--- config.mk ---
export PLATFORM = sky130hd
export DESIGN_NAME = reg_file_arbiter_flat
export DESIGN_NICKNAME = d
export VERILOG_FILES = /design/src/rtl/reg_arb_pkg.sv /design/src/rtl/reg_file_arbiter_if.sv /design/src/rtl/rr_arb2.sv /design/src/rtl/reg_file_arbiter.sv /design/src/flat_wrapper.sv
export SDC_FILE = /design/constraint.sdc
export NUM_CORES = 1
export LEC_CHECK = 0
export CAP_MARGIN = 20
export CORE_MARGIN = 4
export CORE_UTILIZATION = 44
export CTS_CLUSTER_DIAMETER = 30
export DETAILED_ROUTE_END_ITERATION = 16
export MAX_ROUTING_LAYER = met4
export PLACE_DENSITY = 0.91
export SLEW_MARGIN = 20
export SYNTH_ARGS = -nofsm -noshare
export SYNTH_HDL_FRONTEND = slang
export SYNTH_HIERARCHICAL = 1
export SYNTH_SLANG_ARGS = --single-unit
--- constraint.sdc ---
create_clock -name CLK -period 3.9 [get_ports CLK]
set_input_delay 0.39 -clock CLK [delete_from_list [all_inputs] [get_ports CLK]]
set_output_delay 0.39 -clock CLK [all_outputs]
set_load 0.01 [all_outputs]
--- src/rtl/reg_arb_pkg.sv ---
// Shared types and constants for the two-port register file arbiter.
package reg_arb_pkg;

  // Arbiter sequencing states.
  typedef enum logic [1:0] {
    ST_IDLE    = 2'd0,
    ST_ISSUE   = 2'd1,
    ST_WAIT_RD = 2'd2
  } arb_state_e;

  // Requester indices: system controller command path and auxiliary master.
  localparam int NUM_PORTS = 2;
  localparam int PORT_CTRL = 0;
  localparam int PORT_AUX  = 1;

  // One-hot grant / per-port pulse vector.
  typedef logic [NUM_PORTS-1:0] gnt_oh_t;

  // Turn a port index into its one-hot pulse vector.
  function automatic gnt_oh_t port_oh(input logic idx);
    gnt_oh_t oh;
    oh      = '0;
    oh[idx] = 1'b1;
    return oh;
  endfunction

endpackage

--- src/rtl/reg_file_arbiter_if.sv ---
// Requester-side bus of the register file arbiter. Both ports share one
// bundle; per-port fields are packed by port index.
interface reg_file_arbiter_if
  import reg_arb_pkg::*;
#(
  parameter int ADDR_WIDTH = 4,
  parameter int DATA_WIDTH = 8
) ();

  logic    [NUM_PORTS-1:0]            REQ;
  logic    [NUM_PORTS-1:0]            WR;
  logic    [NUM_PORTS-1:0]            LOCK;
  logic    [NUM_PORTS*ADDR_WIDTH-1:0] ADDR;
  logic    [NUM_PORTS*DATA_WIDTH-1:0] WDATA;
  gnt_oh_t                            GNT;
  logic    [DATA_WIDTH-1:0]           RDATA;
  gnt_oh_t                            RVALID;
  gnt_oh_t                            RERR;

  // Requesters drive the access, observe the response pulses.
  modport master (
    output REQ, WR, LOCK, ADDR, WDATA,
    input  GNT, RDATA, RVALID, RERR
  );

  // Arbiter samples the access, drives the response pulses.
  modport slave (
    input  REQ, WR, LOCK, ADDR, WDATA,
    output GNT, RDATA, RVALID, RERR
  );

endinterface

--- src/rtl/rr_arb2.sv ---
// Two-way round-robin pick. Purely combinational: on a tie the port that
// was not granted last wins; a lone requester always wins.
module rr_arb2
  import reg_arb_pkg::*;
(
  input  logic [NUM_PORTS-1:0] req,
  input  logic                 last,
  output gnt_oh_t              gnt
);

  // Resolve a tie against the last-grant pointer, else pass the request.
  always_comb begin
    gnt = '0;
    if (req[PORT_CTRL] && req[PORT_AUX]) begin
      if (last == 1'(PORT_AUX)) gnt[PORT_CTRL] = 1'b1;
      else                      gnt[PORT_AUX]  = 1'b1;
    end else begin
      gnt = req;
    end
  end

endmodule

--- src/rtl/reg_file_arbiter.sv ---
// Shares the single-ported register file between the controller command
// path and an auxiliary master. One access in flight at a time; reads wait
// for the register file qualifier up to RD_TIMEOUT cycles.
module reg_file_arbiter
  import reg_arb_pkg::*;
#(
  parameter int ADDR_WIDTH = 4,
  parameter int DATA_WIDTH = 8,
  parameter int RD_TIMEOUT = 4
) (
  input  logic                  CLK,
  input  logic                  RST,
  reg_file_arbiter_if.slave     bus,
  output logic                  WrEn,
  output logic                  RdEn,
  output logic [ADDR_WIDTH-1:0] Address,
  output logic [DATA_WIDTH-1:0] WrData,
  input  logic [DATA_WIDTH-1:0] RdData,
  input  logic                  RdData_Valid
);

  localparam int CNT_W = $clog2(RD_TIMEOUT + 1);

  localparam logic [1:0] IDLE    = ST_IDLE;
  localparam logic [1:0] ISSUE   = ST_ISSUE;
  localparam logic [1:0] WAIT_RD = ST_WAIT_RD;

  logic [1:0]       state;
  logic             last_gnt;   // index of the most recently granted port
  logic             lock_vld;
  logic             lock_own;
  logic             own;        // port owning the access in flight
  logic             own_wr;
  logic [CNT_W-1:0] rd_cnt;     // cycles already spent in WAIT_RD

  logic                 lock_active;
  logic [NUM_PORTS-1:0] elig;
  gnt_oh_t              win;
  logic                 win_idx;

  // A lock only blocks the other port while its owner still holds LOCK;
  // once the owner lets go the other port competes in the same IDLE cycle.
  always_comb begin
    lock_active = lock_vld & bus.LOCK[lock_own];
    elig        = bus.REQ;
    if (lock_active) elig[!lock_own] = 1'b0;
    win_idx     = win[PORT_AUX];
  end

  rr_arb2 u_rr (
    .req  (elig),
    .last (last_gnt),
    .gnt  (win)
  );

  // Sequencer, lock/pointer bookkeeping and all registered outputs.
  always_ff @(posedge CLK) begin
    if (RST) begin
      state      <= IDLE;
      last_gnt   <= 1'(PORT_AUX);
      lock_vld   <= 1'b0;
      lock_own   <= 1'b0;
      own        <= 1'b0;
      own_wr     <= 1'b0;
      rd_cnt     <= '0;
      WrEn       <= 1'b0;
      RdEn       <= 1'b0;
      Address    <= '0;
      WrData     <= '0;
      bus.GNT    <= '0;
      bus.RVALID <= '0;
      bus.RERR   <= '0;
      bus.RDATA  <= '0;
    end else begin
      // Strobes and response pulses last exactly one cycle.
      WrEn       <= 1'b0;
      RdEn       <= 1'b0;
      bus.GNT    <= '0;
      bus.RVALID <= '0;
      bus.RERR   <= '0;

      case (state)
        IDLE: begin
          lock_vld <= lock_active;
          if (|win) begin
            state    <= ISSUE;
            bus.GNT  <= win;
            last_gnt <= win_idx;
            own      <= win_idx;
            own_wr   <= bus.WR[win_idx];
            WrEn     <= bus.WR[win_idx];
            RdEn     <= !bus.WR[win_idx];
            Address  <= bus.ADDR[int'(win_idx)*ADDR_WIDTH +: ADDR_WIDTH];
            WrData   <= bus.WDATA[int'(win_idx)*DATA_WIDTH +: DATA_WIDTH];
            // Only the lock owner can win while a lock is active, so the
            // winner's LOCK alone decides whether the lock survives.
            lock_vld <= bus.LOCK[win_idx];
            lock_own <= win_idx;
          end
        end

        ISSUE: begin
          rd_cnt <= '0;
          state  <= own_wr ? IDLE : WAIT_RD;
        end

        WAIT_RD: begin
          // Valid in the last allowed cycle still counts as a good read.
          if (RdData_Valid) begin
            bus.RDATA  <= RdData;
            bus.RVALID <= port_oh(own);
            state      <= IDLE;
          end else if (rd_cnt == CNT_W'(RD_TIMEOUT - 1)) begin
            bus.RDATA  <= '0;
            bus.RERR   <= port_oh(own);
            state      <= IDLE;
          end else if (rd_cnt != {CNT_W{1'b1}}) begin
            rd_cnt <= rd_cnt + 1'b1;
          end
        end

        default: state <= IDLE;
      endcase
    end
  end

endmodule

--- src/flat_wrapper.sv ---
// flat-port wrapper written by rule: the top's interface ports become plain ports
module reg_file_arbiter_flat import reg_arb_pkg::*;
#(
  parameter int ADDR_WIDTH = 4,
  parameter int DATA_WIDTH = 8,
  parameter int RD_TIMEOUT = 4
)
  (CLK, RST, WrEn, RdEn, Address, WrData, RdData, RdData_Valid, bus_REQ, bus_WR, bus_LOCK, bus_ADDR, bus_WDATA, bus_GNT, bus_RDATA, bus_RVALID, bus_RERR);
  reg_file_arbiter_if #(.ADDR_WIDTH(ADDR_WIDTH), .DATA_WIDTH(DATA_WIDTH)) bus_i ();
  input  logic CLK;
  input  logic RST;
  output logic WrEn;
  output logic RdEn;
  output logic [ADDR_WIDTH-1:0] Address;
  output logic [DATA_WIDTH-1:0] WrData;
  input  logic [DATA_WIDTH-1:0] RdData;
  input  logic RdData_Valid;
  input wire logic [$bits(bus_i.REQ)-1:0] bus_REQ;
  input wire logic [$bits(bus_i.WR)-1:0] bus_WR;
  input wire logic [$bits(bus_i.LOCK)-1:0] bus_LOCK;
  input wire logic [$bits(bus_i.ADDR)-1:0] bus_ADDR;
  input wire logic [$bits(bus_i.WDATA)-1:0] bus_WDATA;
  output wire logic [$bits(bus_i.GNT)-1:0] bus_GNT;
  output wire logic [$bits(bus_i.RDATA)-1:0] bus_RDATA;
  output wire logic [$bits(bus_i.RVALID)-1:0] bus_RVALID;
  output wire logic [$bits(bus_i.RERR)-1:0] bus_RERR;
  assign bus_i.REQ = bus_REQ;
  assign bus_i.WR = bus_WR;
  assign bus_i.LOCK = bus_LOCK;
  assign bus_i.ADDR = bus_ADDR;
  assign bus_i.WDATA = bus_WDATA;
  assign bus_GNT = bus_i.GNT;
  assign bus_RDATA = bus_i.RDATA;
  assign bus_RVALID = bus_i.RVALID;
  assign bus_RERR = bus_i.RERR;
  reg_file_arbiter #(.ADDR_WIDTH(ADDR_WIDTH), .DATA_WIDTH(DATA_WIDTH), .RD_TIMEOUT(RD_TIMEOUT)) u_core (.CLK(CLK), .RST(RST), .bus(bus_i), .WrEn(WrEn), .RdEn(RdEn), .Address(Address), .WrData(WrData), .RdData(RdData), .RdData_Valid(RdData_Valid));
endmodule
Fig. 1: run 1, clock routing
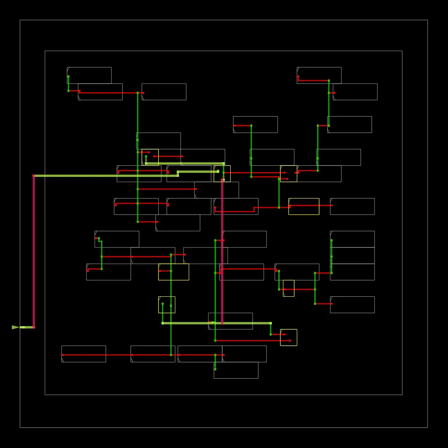
insertion delay at the late pin of the worst-skew pair: 0.33 ns
total clock buffers created by CTS: 5
number of clock buffers in the layout: 7
layout sequential cell count: 37
number of sinks handled by clock tree synthesis: 37

Fig. 2: run 1, wire density map
Scale: 6 px per um. The die is cut into 14 by 14 equal tiles; dark purple is low, yellow is high, scaled to the fullest tile. Values are wire area over tile area, all layers added.
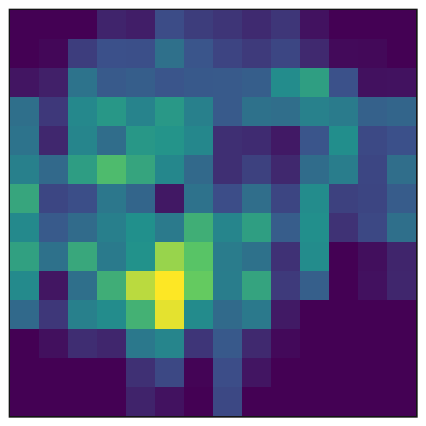
tiles over half the peak: 12%
emptiest ninth of the die: south-east
fullest tile: 0.52
mean over tiles: 0.13
nearly empty tiles: 21%

==> results.toml, run 1 <==
# physical design summary
[outcome]
status = "complete, no violations"

[setup_path]
critical_path_max_stage_delay_ns = 0.68
number_of_buffers_and_inverters_on_the_critical_path = 2
reg_to_reg_end = "u_core/lock_vld"
largest_fanout_on_the_critical_path = 15
setup.reg_to_reg.worst_slack_ns = 1.69
timing.critical_path.max_delay_family = "AND-OR/OR-AND gates"

[logic_synthesis]
syn_area_per_cell_um2 = 9.222
yosysChipArea_um2 = 1568
simple_gate_share = 0.1365
enable_flop_cells = 0
synth_compound_gate_area_share = 0.2267
netlist_logic_family_top = "AND-OR/OR-AND gates"
ys_top_cells_by_count = "sky130_fd_sc_hd__dfxtp_1, sky130_fd_sc_hd__a21oi_1, sky130_fd_sc_hd__mux2i_1, sky130_fd_sc_hd__nand2_1, sky130_fd_sc_hd__a211oi_1"
ys_cells = 170
ys_async_sr_fraction = 0

[power_and_ir_drop]
switching_share = 0.2751
leakage_nw = 0.8757
fraction_of_power_consumed_by_the_clock_network = 0.256
dominant_power_group = "sequential cells"
seqPwrFrac = 0.491

[detailed_routing]
drc = 0
vias_per_cell = 5.118

[final_layout]
logic_area_um2 = 752.0
fillers = 264
num-nonclk-buffers = 70
post_layout_nonfiller_instances = 280
layout_top_cells_excl_fill_tap = "sky130_fd_sc_hd__clkdlybuf4s50_1, sky130_fd_sc_hd__dfxtp_1, sky130_fd_sc_hd__a21oi_1"

[grt]
antenna_found_initial = 0
vias_in_the_first_global_route = 1301
grt.met2_usage = 0.2710

[cts]
cts.root.buffer_cell = "sky130_fd_sc_hd__clkbuf_4"

[timing]
timing_max_transition_violations_final = 0
achievable-frequency_mhz = 433.7
setup-tns-final_ns = 0
max_slew_margin = 0.3453
final_setup_margin_ns = 1.594

[place]
dp.final_hpwl_um = 2689

[flow_run]
max_cap_viol_count = 0
Fig. 3: run 1, the metal 3 layer
Scale: 6 px per um. Cells faint in the background.
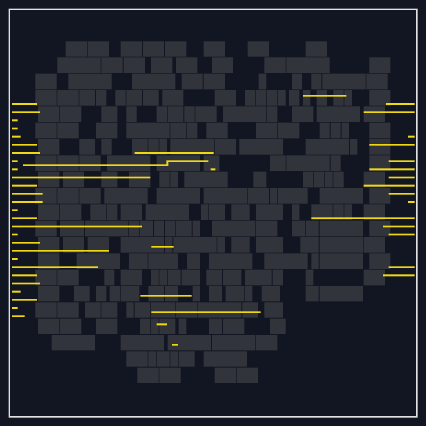
wire length on this layer: 301 um
share of all routed wire: 8.1%
main direction: horizontal
nets with wire on the layer: 47
longest straight run: 23.9 um

==> run 1 -> run 2 <==
--- a/config.mk
+++ b/config.mk
@@ -7,11 +7,11 @@
 export LEC_CHECK = 0
 export CAP_MARGIN = 20
 export CORE_MARGIN = 4
-export CORE_UTILIZATION = 44
+export CORE_UTILIZATION = 41
 export CTS_CLUSTER_DIAMETER = 30
 export DETAILED_ROUTE_END_ITERATION = 16
 export MAX_ROUTING_LAYER = met4
-export PLACE_DENSITY = 0.91
+export PLACE_DENSITY = 0.87
 export SLEW_MARGIN = 20
 export SYNTH_ARGS = -nofsm -noshare
 export SYNTH_HDL_FRONTEND = slang
==> constraint.sdc (replaced) <==
create_clock -name CLK -period 2.4 [get_ports CLK]
set_input_delay 0.24 -clock CLK [delete_from_list [all_inputs] [get_ports CLK]]
set_output_delay 0.24 -clock CLK [all_outputs]
set_load 0.01 [all_outputs]
Fig. 4: run 2, placement by cell class
Scale: 6 px per um.
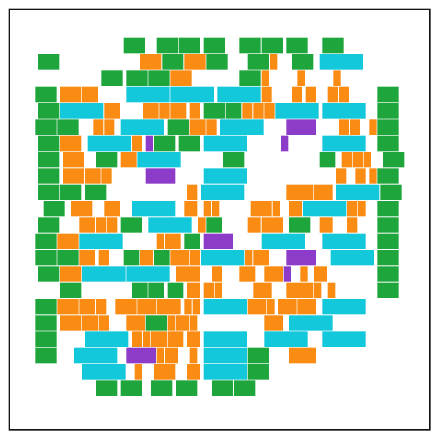
[clock drivers and dummy loads] purple | cells: 8
[sequential cells] cyan | cells: 37
[remaining buffers and delay cells] green | cells: 77
[combinational and other logic] orange | cells: 119

Fig. 5: run 2, the metal 3 layer
Scale: 6 px per um. Cells faint in the background.
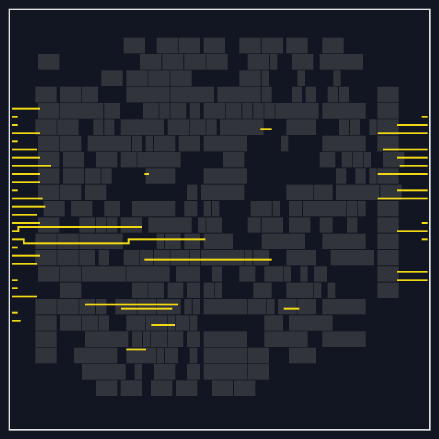
longest straight run: 20.9 um
wire length on this layer: 247 um

==> run 2 against run 1 <==
  * Largest power group unchanged
  * Sequential share of layout area decreased by 0.86 points
  * Critical path depth decreased by 2
  * Worst hold slack got worse by 0.0080 ns
  * Synthesized cell count unchanged
  * Register-to-register slack got worse by 1.2 ns
  * Clock skew decreased by 0.0022 ns
  * Via count increased by 3.6%
  * Total power increased by 69%
  * Design area increased by 2.8%
  * Combinational power increased by 71%
  * Global-route usage decreased by 0.87 points
  * Critical path type is now reg2reg
==> results.toml, run 2 <==
# physical design summary
[outcome]
status = "complete, no violations"

[logic_synthesis]
post-synth-top-area-cell = "sky130_fd_sc_hd__dfxtp_1"
simple_gate_share = 0.1365
yosysChipArea_um2 = 1568
synth_compound_gate_area_share = 0.2267
flop_cell = "sky130_fd_sc_hd__dfxtp_1"
netlist_logic_family_top = "AND-OR/OR-AND gates"
ys_sh_mux = 0.09018
synthesized_area_fraction_occupied_by_xor_and_xnor_cells = 0
ys_cells = 170
ys_top_cells_by_count = "sky130_fd_sc_hd__dfxtp_1, sky130_fd_sc_hd__a21oi_1, sky130_fd_sc_hd__mux2i_1, sky130_fd_sc_hd__nand2_1, sky130_fd_sc_hd__a211oi_1"
syn_area_per_cell_um2 = 9.222
synth.distinct_cells = 34

[power_and_ir_drop]
fraction_of_power_consumed_by_the_clock_network = 0.274
switching_share = 0.2674
power_density_nw_per_um2 = 620.3
power.combinational.total_uw = 379
leakage_nw = 0.9075
p_switching_uw = 398.1
dominant_power_group = "sequential cells"
seqPwrFrac = 0.472

[setup_path]
critical_path_max_stage_delay_ns = 0.64
setup.reg_to_reg.worst_slack_ns = 0.52
reg_to_reg_end = "u_core/rd_cnt[2]"
largest_fanout_on_the_critical_path = 7
worst_setup_path_start_kind = "flop"
timing.critical_path.max_delay_family = "simple AND/OR/NAND/NOR gates"

[detailed_routing]
drc = 0
vias_per_cell = 5.135

[final_layout]
post_layout_nonfiller_instances = 289
logic_area_um2 = 752.0
num-nonclk-buffers = 77
fillers = 301
layout_top_cells_excl_fill_tap = "sky130_fd_sc_hd__clkdlybuf4s50_1, sky130_fd_sc_hd__dfxtp_1, sky130_fd_sc_hd__a21oi_1"
nClkBuffers = 8

[floorplan]
initCoreUtil = 0.4250
die_area_um2 = 4877

[place]
placement.cell_area_um2 = 2320
gp_congestion = 0.8025
dp.final_hpwl_um = 2795
io_buffers = 68

[timing]
setup-tns-final_ns = 0
achievable-frequency_mhz = 532.8
max_slew_margin = 0.6121
timing_max_transition_violations_final = 0

[cts]
clk-insertion-delay-late_ns = 0.28
clock-sinks = 37
cts.root.buffer_cell = "sky130_fd_sc_hd__clkbuf_8"
cts_inserted_buffers = 5

[flow_run]
max_cap_viol_count = 0

[grt]
groute.usage.overall = 0.1616
vias_in_the_first_global_route = 1433
antenna_found_initial = 0
grt.met2_usage = 0.2791
Fig. 6: run 2, wire density map
Scale: 6 px per um. The die is cut into 14 by 14 equal tiles; dark purple is low, yellow is high, scaled to the fullest tile. Values are wire area over tile area, all layers added.
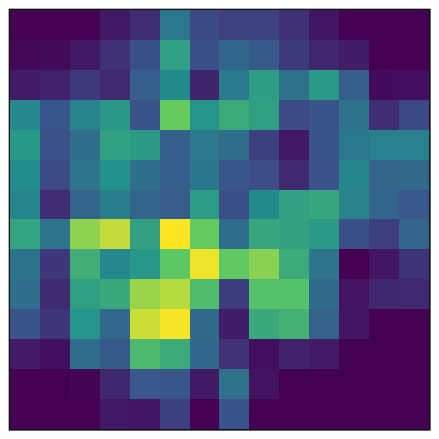
tiles over half the peak: 23%
fullest tile: 0.41
mean over tiles: 0.12
emptiest ninth of the die: south-east

==> run 2 -> run 3 <==
==> constraint.sdc (replaced) <==
create_clock -name CLK -period 1.8 [get_ports CLK]
set_input_delay 0.18 -clock CLK [delete_from_list [all_inputs] [get_ports CLK]]
set_output_delay 0.18 -clock CLK [all_outputs]
set_load 0.01 [all_outputs]
Fig. 7: run 3, drive-strength map
Scale: 4 px per um.
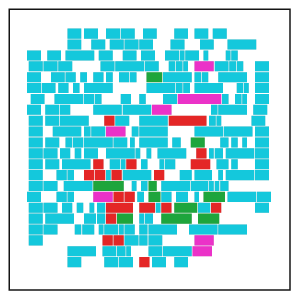
[_3 and _4 cells] red | cells: 20 | share: 8.1% | most used: buf_4
[_6 and larger] magenta | cells: 7 | share: 2.8% | most used: clkbuf_8
[_2 cells] green | cells: 10 | share: 4.0% | most used: dfxtp_2
[_0 and _1 cells] cyan | cells: 210 | share: 85% | most used: clkdlybuf4s50_1

Fig. 8: run 3, the metal 3 layer
Scale: 6 px per um. Cells faint in the background.
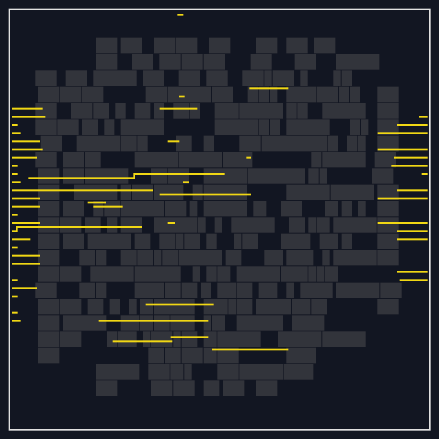
longest straight run: 23.2 um
share of all routed wire: 7.8%
nets with wire on the layer: 49
wire length on this layer: 309 um
main direction: horizontal

==> run 3 against run 2 <==
  * Register-to-register slack got worse by 0.46 ns
  * Routed wire length grew 6.7%
  * Clock power up 84%
  * Global-route usage rose by 0.45 points
  * Maximum frequency is 7.8% higher
  * Design area up 6.0%
  * Highest routed layer unchanged
  * Combinational power increased by 41%
  * Sequential power rose by 34%
  * Sequential cell count is the same
==> results.toml, run 3 <==
# physical design summary
[power_and_ir_drop]
dominant_power_group = "sequential cells"
fraction_of_power_consumed_by_the_clock_network = 0.337
switching_share = 0.2604
power_density_nw_per_um2 = 872.8
seqPwrFrac = 0.422
power.combinational.total_uw = 535
leakage_nw = 0.9701

[logic_synthesis]
synth_seq_share = 0.4725
ys_cells = 170
simple_gate_share = 0.1365
ys_async_sr_fraction = 0
post-synth-top-area-cell = "sky130_fd_sc_hd__dfxtp_1"
synth-adder-area-share = 0.02394
syn_area_per_cell_um2 = 9.222
synth.distinct_cells = 34
netlist_logic_family_top = "AND-OR/OR-AND gates"
ys_sh_mux = 0.09018
yosysChipArea_um2 = 1568
flop_cell = "sky130_fd_sc_hd__dfxtp_1"
ys_top_cells_by_count = "sky130_fd_sc_hd__dfxtp_1, sky130_fd_sc_hd__a21oi_1, sky130_fd_sc_hd__mux2i_1, sky130_fd_sc_hd__nand2_1, sky130_fd_sc_hd__a211oi_1"
enable_flop_cells = 0
synth_compound_gate_area_share = 0.2267
synthesized_area_fraction_occupied_by_xor_and_xnor_cells = 0

[setup_path]
reg_to_reg_end = "u_core/rd_cnt[2]"
timing.critical_path.max_delay_family = "simple AND/OR/NAND/NOR gates"
setup.reg_to_reg.worst_slack_ns = 0.06
critical_path_max_stage_delay_ns = 0.56
worst_ep_required_time_ns = 1.97
worstSetupPathDepth = 5
number_of_buffers_and_inverters_on_the_critical_path = 0
largest_fanout_on_the_critical_path = 7
critPathCaptureType = "flop"
worst_setup_path_start_kind = "flop"
crit_end = "u_core/rd_cnt[2]"

[detailed_routing]
finalWirelength_um = 3971
total_via_count_after_detailed_routing = 1547
drc = 0
vias_per_cell = 5.244

[place]
placement.cell_area_um2 = 2365
dp.final_hpwl_um = 2922
io_buffers = 68
gp_congestion = 0.8159

[final_layout]
logic_area_um2 = 808.3
area.share.combinational = 0.3178
post_layout_nonfiller_instances = 295
num-nonclk-buffers = 83
nClkBuffers = 6
layout_top_cells_excl_fill_tap = "sky130_fd_sc_hd__clkdlybuf4s50_1, sky130_fd_sc_hd__dfxtp_1, sky130_fd_sc_hd__a21oi_1"
layout_sequential_cell_count = 37

[timing]
setup-tns-final_ns = 0
final_setup_margin_ns = 0.05900
achievable-frequency_mhz = 574.4
timing_max_transition_violations_final = 0
max_slew_margin = 0.6654

[grt]
groute.usage.overall = 0.1662
vias_in_the_first_global_route = 1486
grt.met2_usage = 0.2749
antenna_found_initial = 0

[floorplan]
die_area_um2 = 4877
initCoreUtil = 0.4250
floorplan.rows = 22

[cts]
clk-insertion-delay-late_ns = 0.29
cts.root.buffer_cell = "sky130_fd_sc_hd__clkbuf_8"
clock-sinks = 37
cts_inserted_buffers = 5

[flow_run]
max_cap_viol_count = 0

[outcome]
status = "complete, no violations"
Fig. 9: run 3, placement by cell class
Scale: 6 px per um.
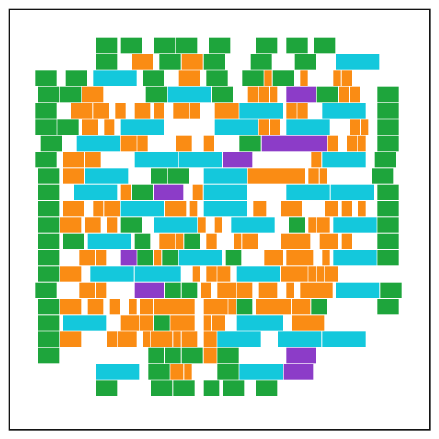
[clock drivers and dummy loads] purple | cells: 8
[combinational and other logic] orange | cells: 119
[remaining buffers and delay cells] green | cells: 83
[sequential cells] cyan | cells: 37

No activity file was given, so power comes from the tool's default toggle rates.
